===== src/rtl/id_ex_stage.sv =====
// ----------------------------------------------------------------------------
// id_ex_stage -- ID/EX pipeline register plus EX-stage operand selection.
//
// Latches decoded operands and control bits from ID. Applies flush / stall /
// hazard-bubble rules on each edge. Drives the ALU operands A and B, ALUOP and
// CS_CanOverflow directly. Read-after-write hazards are resolved by
// forwarding from EX/MEM and MEM/WB, or by inserting a load-use bubble.
//
// Build option:
//   ID_EX_FORWARD_EN  defined   : operands are forwarded from EX/MEM (priority)
//                                 and MEM/WB; only load-use hazards stall.
//                     undefined : operands come from the latched register
//                                 values only; any RAW dependency on the
//                                 instruction in EX or EX/MEM stalls ID instead.
//
// Ports:
//   clk, rst                    clock, asynchronous active-high reset
//   stall, flush                hold contents / replace next contents with bubble
//   id_*                        decoded instruction fields from ID
//   exmem_*, memwb_*            forwarding sources (writeback enable, rd, value)
//   A, B, ALUOP, CS_CanOverflow ALU inputs
//   ex_valid, ex_RegWrite, ex_MemRead, ex_MemWrite, ex_rd
//                               control state of the instruction in EX
//   ex_store_data               forwarded rt value used by stores
//   hazard_stall                freeze PC and IF/ID this cycle
// ----------------------------------------------------------------------------
`ifndef ALU_ADD
`define ALU_ADD 6'h20
`endif

module id_ex_stage (
  input  logic        clk,
  input  logic        rst,
  input  logic        stall,
  input  logic        flush,
  input  logic        id_valid,
  input  logic [4:0]  id_rs,
  input  logic [4:0]  id_rt,
  input  logic [4:0]  id_rd,
  input  logic [31:0] id_rs_data,
  input  logic [31:0] id_rt_data,
  input  logic [31:0] id_imm,
  input  logic [5:0]  id_ALUOP,
  input  logic        id_CS_ALUSrc,
  input  logic        id_CS_CanOverflow,
  input  logic        id_CS_RegWrite,
  input  logic        id_CS_MemRead,
  input  logic        id_CS_MemWrite,
  input  logic        exmem_RegWrite,
  input  logic [4:0]  exmem_rd,
  input  logic [31:0] exmem_result,
  input  logic        memwb_RegWrite,
  input  logic [4:0]  memwb_rd,
  input  logic [31:0] memwb_data,
  output logic [31:0] A,
  output logic [31:0] B,
  output logic [5:0]  ALUOP,
  output logic        CS_CanOverflow,
  output logic        ex_valid,
  output logic        ex_RegWrite,
  output logic        ex_MemRead,
  output logic        ex_MemWrite,
  output logic [4:0]  ex_rd,
  output logic [31:0] ex_store_data,
  output logic        hazard_stall
);

  typedef struct packed {
    logic        valid;
    logic [4:0]  rs;
    logic [4:0]  rt;
    logic [4:0]  rd;
    logic [31:0] rs_data;
    logic [31:0] rt_data;
    logic [31:0] imm;
    logic [5:0]  aluop;
    logic        alusrc;
    logic        can_ovf;
    logic        reg_write;
    logic        mem_read;
    logic        mem_write;
  } id_ex_t;

  // A bubble is a harmless ADD that writes nothing and touches no memory.
  localparam id_ex_t BUBBLE = '{
    valid:     1'b0,
    rs:        5'd0,
    rt:        5'd0,
    rd:        5'd0,
    rs_data:   32'd0,
    rt_data:   32'd0,
    imm:       32'd0,
    aluop:     `ALU_ADD,
    alusrc:    1'b0,
    can_ovf:   1'b0,
    reg_write: 1'b0,
    mem_read:  1'b0,
    mem_write: 1'b0
  };

  id_ex_t ex_q, ex_d, id_in;
  logic [31:0] rs_fwd, rt_fwd;
  logic        load_use, raw_dep;

  assign id_in = '{
    valid:     id_valid,
    rs:        id_rs,
    rt:        id_rt,
    rd:        id_rd,
    rs_data:   id_rs_data,
    rt_data:   id_rt_data,
    imm:       id_imm,
    aluop:     id_ALUOP,
    alusrc:    id_CS_ALUSrc,
    can_ovf:   id_CS_CanOverflow,
    reg_write: id_CS_RegWrite,
    mem_read:  id_CS_MemRead,
    mem_write: id_CS_MemWrite
  };

  // Operand forwarding. Evaluated every cycle, so a held (stalled) instruction
  // still picks up the newest producer value.
  always_comb begin
    // NOTE: every always_comb output gets a default first so no path leaves it
    // unassigned, which would otherwise infer a latch.
    rs_fwd = ex_q.rs_data;
    rt_fwd = ex_q.rt_data;
`ifdef ID_EX_FORWARD_EN
    // MEM/WB is checked first and EX/MEM overrides it: the younger producer wins.
    if (memwb_RegWrite && (memwb_rd != 5'd0) && (memwb_rd == ex_q.rs)) rs_fwd = memwb_data;
    if (memwb_RegWrite && (memwb_rd != 5'd0) && (memwb_rd == ex_q.rt)) rt_fwd = memwb_data;
    if (exmem_RegWrite && (exmem_rd != 5'd0) && (exmem_rd == ex_q.rs)) rs_fwd = exmem_result;
    if (exmem_RegWrite && (exmem_rd != 5'd0) && (exmem_rd == ex_q.rt)) rt_fwd = exmem_result;
`endif
  end

`ifndef ID_EX_FORWARD_EN
  // Forwarding values are not consumed in this build.
  logic unused_fwd;
  assign unused_fwd = &{1'b0, exmem_result, memwb_RegWrite, memwb_rd, memwb_data};
`endif

  // A load in EX has no result yet, so a consumer in ID must wait one cycle.
  assign load_use = ex_q.valid && ex_q.mem_read && (ex_q.rd != 5'd0) &&
                    ((ex_q.rd == id_rs) || (ex_q.rd == id_rt)) && id_valid;

`ifdef ID_EX_FORWARD_EN
  assign raw_dep = 1'b0;
`else
  // Without forwarding, wait until the producer has left EX/MEM; the register
  // file is write-first, so a producer in MEM/WB is already visible.
  assign raw_dep = id_valid && (
      ((id_rs != 5'd0) && ((ex_q.reg_write && (ex_q.rd == id_rs)) ||
                           (exmem_RegWrite && (exmem_rd == id_rs)))) ||
      ((id_rt != 5'd0) && ((ex_q.reg_write && (ex_q.rd == id_rt)) ||
                           (exmem_RegWrite && (exmem_rd == id_rt)))));
`endif

  // Held low during reset so the front end is never frozen by stale ID inputs.
  assign hazard_stall = !rst && (load_use || raw_dep);

  // Next-state selection: flush > stall > hazard bubble > normal load.
  always_comb begin
    ex_d = id_in;
    if (flush)             ex_d = BUBBLE;
    else if (stall)        ex_d = ex_q;
    else if (hazard_stall) ex_d = BUBBLE;
  end

  // NOTE: sequential state is written with non-blocking assignments so every
  // register samples its inputs as they were just before the edge.
  always_ff @(posedge clk or posedge rst) begin
    // NOTE: the whole pipeline register is reset, not just valid, so the ALU
    // sees defined operands and ALUOP while rst is still asserted.
    if (rst) ex_q <= BUBBLE;
    else     ex_q <= ex_d;
  end

  assign A              = rs_fwd;
  assign B              = ex_q.alusrc ? ex_q.imm : rt_fwd;
  assign ex_store_data  = rt_fwd;
  assign ALUOP          = ex_q.aluop;
  assign CS_CanOverflow = ex_q.can_ovf;
  assign ex_valid       = ex_q.valid;
  assign ex_RegWrite    = ex_q.reg_write;
  assign ex_MemRead     = ex_q.mem_read;
  assign ex_MemWrite    = ex_q.mem_write;
  assign ex_rd          = ex_q.rd;

endmodule


===== config.mk =====
export PLATFORM = sky130hd
export DESIGN_NAME = id_ex_stage
export DESIGN_NICKNAME = d
export VERILOG_FILES = /design/src/rtl/id_ex_stage.sv
export SDC_FILE = /design/constraint.sdc
export NUM_CORES = 1
export LEC_CHECK = 0
export CAP_MARGIN = 20
export CORE_AREA = 2 2 124 174
export DETAILED_ROUTE_END_ITERATION = 10
export DIE_AREA = 0 0 126 176
export DONT_BUFFER_PORTS = 1
export SKIP_CTS_REPAIR_TIMING = 1
export SYNTH_ARGS = -nofsm -noshare
export SYNTH_HDL_FRONTEND = slang
export SYNTH_SLANG_ARGS = --single-unit

===== constraint.sdc =====
create_clock -name clk -period 3.5 [get_ports clk]
set_input_delay 0.7 -clock clk [delete_from_list [all_inputs] [get_ports clk]]
set_output_delay 0.7 -clock clk [all_outputs]
set_load 0.02 [all_outputs]

Fig. 1: routing congestion
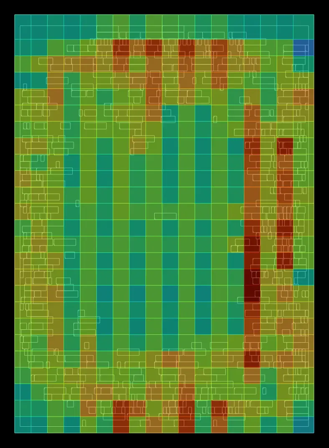
Most Crowded Layer GR: met2
Wirelength per Cell: 20.66 um
met1 GRT Util: 17.23%
GR Util met3: 5.121%
GR Util met2: 26.23%

Fig. 2: signal wires by layer
Two of the layers only.
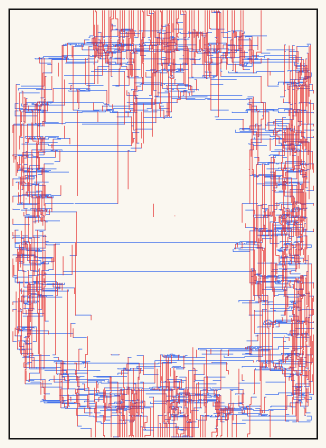
| color | layer | wire length |
|---|---|---|
| blue | met1 | 6750 um |
| red | met2 | 8900 um |

==> flow_metrics.tcl <==
# place-and-route summary
set metrics [dict create \
    ys_cells 665 \
    preCtsSetupSlack_ps 70.42 \
    yosys.area_share.adder_pct 0 \
    topRoutingLayerUsed "met4" \
    first_global_vias 4638 \
    slew_violations 0 \
    detail-route-antenna-nets 0 \
    syn_inst 665 \
    max-slew-margin-rel_pct 40.70 \
    hold_path_class "in -> async" \
    met1_length_um 6750 \
    cts_tree "yes" \
    clk_path_buf_depth 2 \
    cts_root_buf "clkbuf_16" \
    finalClockSkew_ps 15.16 \
    cp_num_cells 6 \
    status "finished clean" \
    chipArea_um2 22180 \
    async_reset_ff_share_pct 100.0 \
    cp.arrival_ps 2450 \
    power.total_w 0.003505 \
    rr_worst_depth 8 \
    grt_pass1_wl_um 26280 \
    gp_congestion 0.8782 \
    rsz0062_at_grt "no" \
    utilization_pct 35.22 \
    cp_cell_sequence "or4_1, o211ai_2, a2111oi_1, buf_4, a2111oi_4, nor3b_4" \
    clock_sinks 113 \
    dp_cells 796 \
    crit_path_end_kind "output port" \
    r2r-end "CS_CanOverflow" \
    tns_ps 0 \
    dr.pass1.iters 6 \
    tightest_slew_ps 889.4 \
    fin_area_um2 7213 \
    finalHoldViolations 0 \
    crit_buf_inv 1 \
    syn2layout_area_growth_pct 1.945 \
    num_antenna_cells 0 \
    synth.avg_cell_area_um2 10.64 \
    cellLeakagePower_nw 3.452 \
    simple_gate_share_pct 11.60 \
    numCtsBuffers 17 \
    crit_path_max_incr_delay_ps 550 \
    fin_nets 762 \
    track_usage_pct 15.06 \
    drt_iter0_drc 217 \
    clock_latency_ps 420 \
    worstPathRequired_ps 2800 \
    nFillCells 2024 \
    holdWs_ps 31.70 \
    critPathLaunch "ex_rd[1]" \
    gr-total-overflow 0 \
    dp_hpwl_um 11110 \
    drv_cap 0 \
    grt_max_degree 190 \
    layout-drive-gt1-share_pct 26.49 \
    syn-num-nets 868 \
    h-tree-depth 4 \
    finalWirelength_um 17060 \
    antenna_found_initial 0 \
    synth_area_um2 7076 \
    wl_met2_um 8895 \
    wl_met3_um 1187 \
    drc 0 \
    edf_count 0 \
    ff_type "dfrtp_1" \
    critical-path-top-delay-family "simple AND/OR/NAND/NOR gates" \
    avgViaCountPerCell 5.425 \
    cp_slowest_cell "or4_1" \
    vias 4481 \
    layout_setup_ws_ps 347.6 \
    rows 62 \
    startpoint_type "flop" \
    synthMuxAreaShare_pct 5.093 \
    cp-endpoint "hazard_stall" \
    timing.rr.start "ex_rd[0]" \
    top_cell_area_share_pct 39.61 \
    setup_viol 0 \
    synth-warning-count 0 \
    ys_area_um2 7076 \
    p_per_area_nw_per_um2 486.0 \
    top_area_cell "dfrtp_1" \
    final-instance-count-excl-fill 826 \
    ys_sh_xor_pct 2.476 \
    warnings 102 \
    clkTransAtPathRegs_ps 60 \
    yosysUniqueCellTypes 31 \
]
Fig. 3: PDN straps and rails
The bar under the picture is 50 um long. Pins as bars on the die edge. Tap cells in gray.
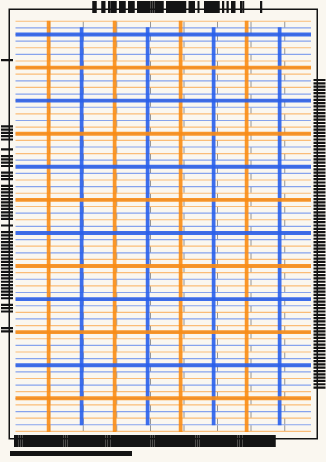
| color | net |
|---|---|
| orange | VSS |
| blue | VDD |
met1 rails: 63
met5 straps: 12
signal pins: 316
rows: 62
met4 straps: 8
Core Box Area: 20480 um^2
Max rail drop VDD: 0.2831 mV

Fig. 4: sequential cells colored by netlist name
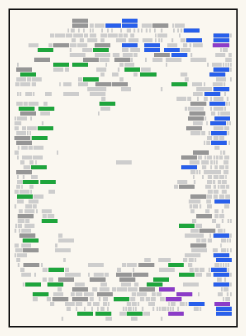
| color | name in the netlist | flops |
|---|---|---|
| green | ex_q | 33 |
| purple | ALUOP | 6 |
| blue | A | 32 |
not colored: 42

==> layout make-up <==
type                       count  area (um^2)  area share (%)
multi-input combinational    303         2978           41.28
sequential                   113         2830           39.24
clock buffer                  24        471.7           6.539
inverter                     112        424.2           5.880
tap                          256        320.3           4.441
timing repair buffer          12        106.4           1.474
clock inverter                 6        82.58           1.145
==> where the power goes <==
| group | switching [W] | internal (W) |
|---|---|---|
| registers | 0.000137 | 0.00138 |
| clock network | 0.000596 | 0.00107 |
| logic | 0.000169 | 0.000148 |
| total | 0.000902 | 0.00260 |
==> synthesized netlist by cell type (2+ instances only) <==
cell	n
buf_4	75
buf_6	8
clkbuf_1	53
dfrtp_1	112
inv_1	112
mux2_2	32
nand2_1	42
nand3_1	2
nand3b_1	75
nand4_1	3
nor2_1	2
nor3_1	2
o41ai_1	36
o41ai_2	75
or4_1	2
xnor2_1	16
xor2_1	4
==> cell usage in the layout, fill, tap and decap left out, types with 3 or more instances in the layout <==
| cell | Yosys | final |
|---|---|---|
| dfrtp_1 | 112 | 111 |
| inv_1 | 112 | 111 |
| nand3b_1 | 75 | 75 |
| o41ai_2 | 75 | 75 |
| nand2_1 | 42 | 42 |
| o41ai_1 | 36 | 36 |
| mux2_2 | 32 | 32 |
| clkbuf_16 | 0 | 17 |
| xnor2_1 | 16 | 16 |
| buf_4 | 75 | 10 |
| clkbuf_1 | 53 | 5 |
| xor2_1 | 4 | 4 |
| nand4_1 | 3 | 3 |
| clkinv_2 | 0 | 3 |
==> registers in the layout (all words and copies together) (netlist names) <==
name            flops
ex_MemRead          1
ex_q               33
ALUOP               6
ex_MemWrite         1
A                  32
ex_store_data      32
ex_rd               5
CS_CanOverflow      1
ex_valid            1
ex_RegWrite         1
No activity file was given, so power comes from the tool's default toggle rates.
